$ cat config.mk
export PLATFORM = sky130hd
export DESIGN_NAME = bus_arbiter
export DESIGN_NICKNAME = d
export VERILOG_FILES = /design/src/rtl/bus_arbiter.sv
export SDC_FILE = /design/constraint.sdc
export NUM_CORES = 1
export LEC_CHECK = 0
export CAP_MARGIN = 25
export CORE_AREA = 2 2 53 55
export CTS_CLUSTER_SIZE = 10
export DETAILED_ROUTE_END_ITERATION = 6
export DIE_AREA = 0 0 55 57
export MAX_ROUTING_LAYER = met4
export SYNTH_ARGS = -nofsm -noshare
export SYNTH_HDL_FRONTEND = slang
export SYNTH_SLANG_ARGS = --single-unit
$ cat constraint.sdc
create_clock -name clk -period 4.65 [get_ports clk]
set_input_delay 0.93 -clock clk [delete_from_list [all_inputs] [get_ports clk]]
set_output_delay 0.93 -clock clk [all_outputs]
set_load 0.01 [all_outputs]
$ cat src/rtl/bus_arbiter.sv
// bus_arbiter: round-robin owner of the single system bus.
// One grant at a time. The grant is held until the bus controller reports
// completion, the owner drops its request, or the watchdog expires. Each
// release is followed by a one-cycle turnaround gap (RELEASE) and then an
// IDLE cycle in which the next arbitration takes place.
// All outputs are registered, so there is no combinational path from any
// input to any output.
module bus_arbiter #(
  parameter int NUM_MASTERS = 4,
  parameter int TIMEOUT     = 255
) (
  input  logic                           clk,
  input  logic                           rst,
  input  logic [NUM_MASTERS-1:0]         req,
  input  logic                           bus_done,
  output logic [NUM_MASTERS-1:0]         gnt,
  output logic [$clog2(NUM_MASTERS)-1:0] gnt_id,
  output logic                           bus_busy,
  output logic                           timeout_err
);

  localparam int IW = $clog2(NUM_MASTERS);
  localparam int CW = $clog2(TIMEOUT);

  // Counter value seen in the TIMEOUT-th cycle of ownership.
  localparam logic [CW-1:0]          CNT_LAST = CW'(TIMEOUT - 1);
  // Reset value of last_id, chosen so that master 0 wins the first arbitration.
  localparam logic [IW-1:0]          ID_LAST  = IW'(NUM_MASTERS - 1);
  localparam logic [NUM_MASTERS-1:0] ONE_HOT0 = {{(NUM_MASTERS-1){1'b0}}, 1'b1};
  localparam logic [CW-1:0]          CNT_ONE  = CW'(1);

  typedef enum logic [1:0] {
    ST_IDLE = 2'd0,
    ST_OWN  = 2'd1,
    ST_REL  = 2'd2
  } state_t;

  state_t                 state_q, state_d;
  logic [IW-1:0]          last_id_q, last_id_d;
  logic [CW-1:0]          cnt_q, cnt_d;
  logic [NUM_MASTERS-1:0] gnt_q, gnt_d;
  logic [IW-1:0]          gnt_id_q, gnt_id_d;
  logic                   busy_q, busy_d;
  logic                   to_q, to_d;

  logic                   any_req_s;
  logic [IW-1:0]          win_id_s;
  logic                   own_req_s;
  logic                   expire_s;
  logic                   release_s;
  logic                   timeout_s;

  // Round-robin pick: the first set request searching upward, with wrap,
  // from last+1. The loop runs from the lowest-priority candidate (last
  // itself) up to the highest (last+1), so the last hit is the winner.
  // Only meaningful when at least one request bit is set.
  function automatic logic [IW-1:0] rr_pick(input logic [NUM_MASTERS-1:0] r,
                                            input logic [IW-1:0]          last);
    logic [IW-1:0] pick;
    logic [IW-1:0] cand;
    pick = last;
    for (int i = NUM_MASTERS; i >= 1; i--) begin
      cand = IW'((int'(last) + i) % NUM_MASTERS);
      pick = r[cand] ? cand : pick;
    end
    return pick;
  endfunction

  // Arbitration and ownership-termination events.
  // The terminating events are only acted on in OWN. A request drop in
  // the same cycle as expiry is an abandon, and bus_done always wins over
  // expiry, so the watchdog fires only while the owner is still requesting
  // and the transaction has not completed.
  assign any_req_s = |req;
  assign win_id_s  = rr_pick(req, last_id_q);
  assign own_req_s = req[gnt_id_q];
  assign expire_s  = (cnt_q == CNT_LAST);
  assign release_s = bus_done | ~own_req_s | expire_s;
  assign timeout_s = expire_s & ~bus_done & own_req_s;

  // State register; the synchronous reset also aborts ownership without a gap.
  always_ff @(posedge clk) begin
    if (rst) begin
      state_q <= ST_IDLE;
    end else begin
      state_q <= state_d;
    end
  end

  // Next-state logic: IDLE -> OWN on any request, OWN -> RELEASE on a
  // terminating event, RELEASE -> IDLE unconditionally.
  always_comb begin
    state_d = state_q;
    case (state_q)
      ST_IDLE: begin
        if (any_req_s) begin
          state_d = ST_OWN;
        end else begin
          state_d = ST_IDLE;
        end
      end
      ST_OWN: begin
        if (release_s) begin
          state_d = ST_REL;
        end else begin
          state_d = ST_OWN;
        end
      end
      ST_REL: begin
        state_d = ST_IDLE;
      end
      default: begin
        state_d = ST_IDLE;
      end
    endcase
  end

  // Output and datapath next values: grant on arbitration, hold while
  // owning, and drop (with an optional watchdog pulse) on release.
  always_comb begin
    gnt_d     = {NUM_MASTERS{1'b0}};
    gnt_id_d  = {IW{1'b0}};
    to_d      = 1'b0;
    last_id_d = last_id_q;
    cnt_d     = {CW{1'b0}};
    case (state_q)
      ST_IDLE: begin
        if (any_req_s) begin
          gnt_d     = ONE_HOT0 << win_id_s;
          gnt_id_d  = win_id_s;
          last_id_d = win_id_s;
        end else begin
          gnt_d     = {NUM_MASTERS{1'b0}};
          gnt_id_d  = {IW{1'b0}};
        end
      end
      ST_OWN: begin
        if (release_s) begin
          to_d     = timeout_s;
        end else begin
          gnt_d    = gnt_q;
          gnt_id_d = gnt_id_q;
          cnt_d    = cnt_q + CNT_ONE;
        end
      end
      ST_REL: begin
        to_d = 1'b0;
      end
      default: begin
        to_d = 1'b0;
      end
    endcase
    busy_d = |gnt_d;
  end

  // Output and datapath registers with their reset values.
  always_ff @(posedge clk) begin
    if (rst) begin
      last_id_q <= ID_LAST;
      cnt_q     <= {CW{1'b0}};
      gnt_q     <= {NUM_MASTERS{1'b0}};
      gnt_id_q  <= {IW{1'b0}};
      busy_q    <= 1'b0;
      to_q      <= 1'b0;
    end else begin
      last_id_q <= last_id_d;
      cnt_q     <= cnt_d;
      gnt_q     <= gnt_d;
      gnt_id_q  <= gnt_id_d;
      busy_q    <= busy_d;
      to_q      <= to_d;
    end
  end

  assign gnt         = gnt_q;
  assign gnt_id      = gnt_id_q;
  assign bus_busy    = busy_q;
  assign timeout_err = to_q;

endmodule

==> impl_metrics.tcl <==
# place-and-route summary
set metrics [dict create \
    pg_seq_uw 198 \
    cpMaxStageDelayCell "clkdlybuf4s50_1" \
    yosysUniqueCellTypes 36 \
    yosys_warnings 0 \
    gr-usage-met3 0.02356 \
    seq_share 0.3730 \
    met2_length_um 834 \
    diodes 0 \
    crit_family "simple AND/OR/NAND/NOR gates" \
    synth_area_per_cell_sq_um 9.180 \
    synthDominantCellAreaShare 0.4591 \
    top_layer_used "met3" \
    drc 0 \
    final_cell_area_sq_mm 0.001074 \
    rows 19 \
    power_leader "registers" \
    cts_buffers 3 \
    path_buffers 1 \
    design.seq.count 20 \
    required_ps 4820 \
    critPathKind "in -> reg" \
    core_sq_mm 0.002615 \
    layout_min_cycle_time_ps 2611 \
    die_w_um 55 \
    cts_root_buf "clkbuf_4" \
    worst_slew_pin_slew_ps 576.2 \
    power_frac_seq 0.549 \
    yosys.area_share.aoi 0.1334 \
    sw_frac_of_total 0.2687 \
    adder_share 0.02869 \
    grt_pass1_wl_um 2787 \
    wl_met3_um 66 \
    dp.cells 140 \
    nonClkBufAreaFrac 0.1305 \
    syn-cell-area_sq_um 872.1 \
    cp-startpoint "req[1]" \
    pg_clk_uw 75.7 \
    htree_levels 1 \
    drive_gt1_frac 0.07143 \
    wl_met1_um 839 \
    path_depth 6 \
    hold_class "reg -> reg" \
    maxCapViolCount 0 \
    min-delay-start "cnt_q[0]" \
    clkbuf_count 3 \
    clk_pin_slew_ps 100 \
    whs_ps 479.7 \
    power.total_uw 360.3 \
    post_cts_buffers 0 \
    cts_resized 0 \
    area_growth_pct 23.10 \
    relSlewSlack 0.6123 \
    portBuffers 14 \
    grt_overflow 0 \
    crit-reg2reg-launch "gnt_id[1]" \
    clock_power_share 0.210 \
    met2_usage 0.1888 \
    most_common_cell "dfxtp_1" \
    final_cell_mix "20 x dfxtp_1, 15 x nor2_1, 14 x clkdlybuf4s50_1" \
    setup_slack_ps 2039 \
    logic_gates 73 \
    mux_area_frac 0.02296 \
    synth-edff-count 0 \
    use_met1 0.1634 \
    xor_area_frac 0.06026 \
    synth-async-reset-ratio 0 \
    drt-initial-drc-count 4 \
    crit_fanout 5 \
    fill_cells 282 \
    dp_hpwl_um 1358 \
    crit_path_end "bus_busy" \
    whs_endpoint "cnt_q[0]" \
    synthTopCellsByArea "dfxtp_1 46%, nor2_1 6.5%, xnor2_1 3.0%, xor2_1 3.0%, ha_1 2.9%" \
    biggestCellCategory "combinational gates" \
    vias_per_cell 5.105 \
    logic_family "simple AND/OR/NAND/NOR gates" \
    setup_tns_ps 0 \
    internal_power_uw 263.5 \
    largest_reg_flops 8 \
    comb_power_share 0.240 \
    cp_slowest_stage_delay_ps 470 \
    crit_chain "clkdlybuf4s50_1 -> nor2b_1 -> o21a_1 -> or3_4 -> a32o_2 -> or4_1" \
    status "completed" \
    ff_type "dfxtp_1" \
    endpoint_kind "register" \
    p_sw_uw 96.80 \
    die_y_um 57 \
    place_ws_ps 1745 \
    layout.nets 123 \
    cp.arrival_ps 2780 \
    grt_pass1_vias 664 \
    signal_buffers 14 \
    final_cells 143 \
    nNonClkInverters 2 \
    wl_um 1740 \
    num_vias 730 \
    skew_ps 4.815 \
    simple_gate_area_frac 0.2869 \
    cts_tree "yes" \
    clkSinkCount 20 \
    finalHoldViolCount 0 \
    sh_comb_area 0.4324 \
    power.density_mw_per_mm2 335.6 \
    yosysTopAreaCell "dfxtp_1" \
    taps 31 \
    rsz0062_at_grt "no" \
    fin_crit_sh 0.5616 \
    r2r_end "bus_busy" \
    grt_max_degree 11 \
    synth-cells-yosys 95 \
    final_common_cell "dfxtp_1" \
    power.leakage_nw 0.3799 \
    first_pass_iters 4 \
    p_comb_uw 86.6 \
    final_max_slew_viol_count 0 \
    top_register "cnt_q" \
    grt_busiest_layer "met2" \
    min_path_cells 1 \
    postRouteAntennaNets 0 \
    dpl_cell_area_sq_mm 0.001051 \
    comb_area_sq_um 464.2 \
    ys_area_sq_um 872.1 \
    seqCellArea_sq_um 400.4 \
    numSynthFlops 20 \
    yosysSeqAreaShare 0.4591 \
    cp-start-kind "input port" \
    post_drt_wl_per_cell_um 12.17 \
    ios 15 \
]
**I/O nets highlighted**

Scale: 8 px per um.
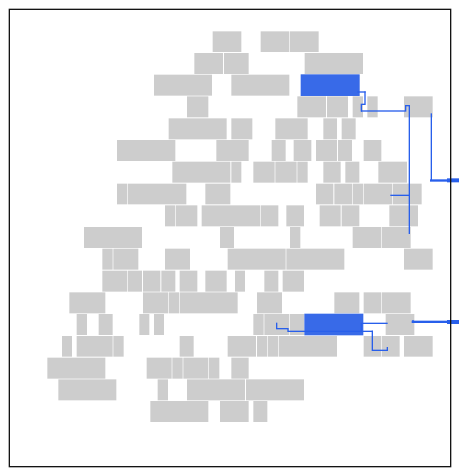
Blue marks gnt_id, bits 2, direction output, end cells 2, buffers 2, wire 65.4 um.

**Routed metal, one colour a layer**

Scale: 6 px per um. Two of the layers only.
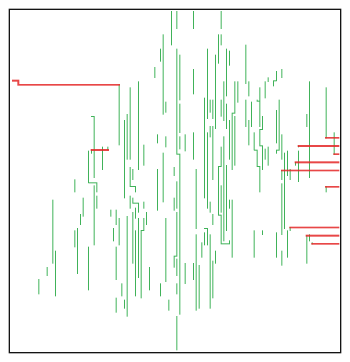
Red marks M3, wire length 66.9 um. Green marks M2, wire length 835 um.

**Register map, names as in the netlist**

Scale: 10 px per um. Other sequential cells in the stronger grey, the rest of the logic in the fainter grey.
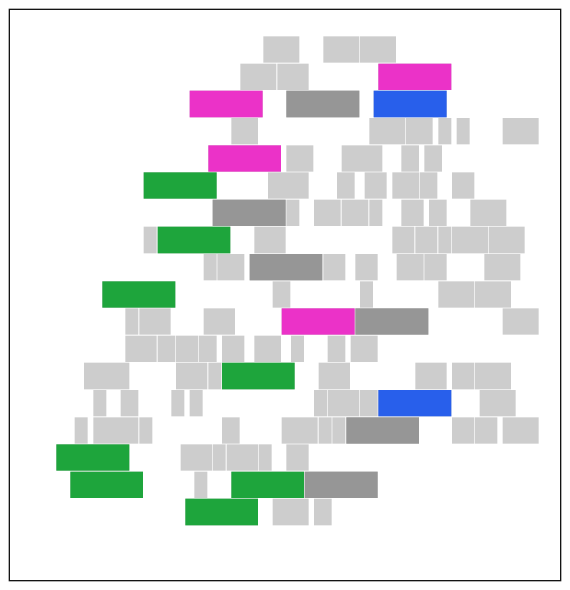
Magenta marks gnt, sequential cells 4, where north. Green marks cnt_q, sequential cells 8. Blue marks gnt_id, sequential cells 2.

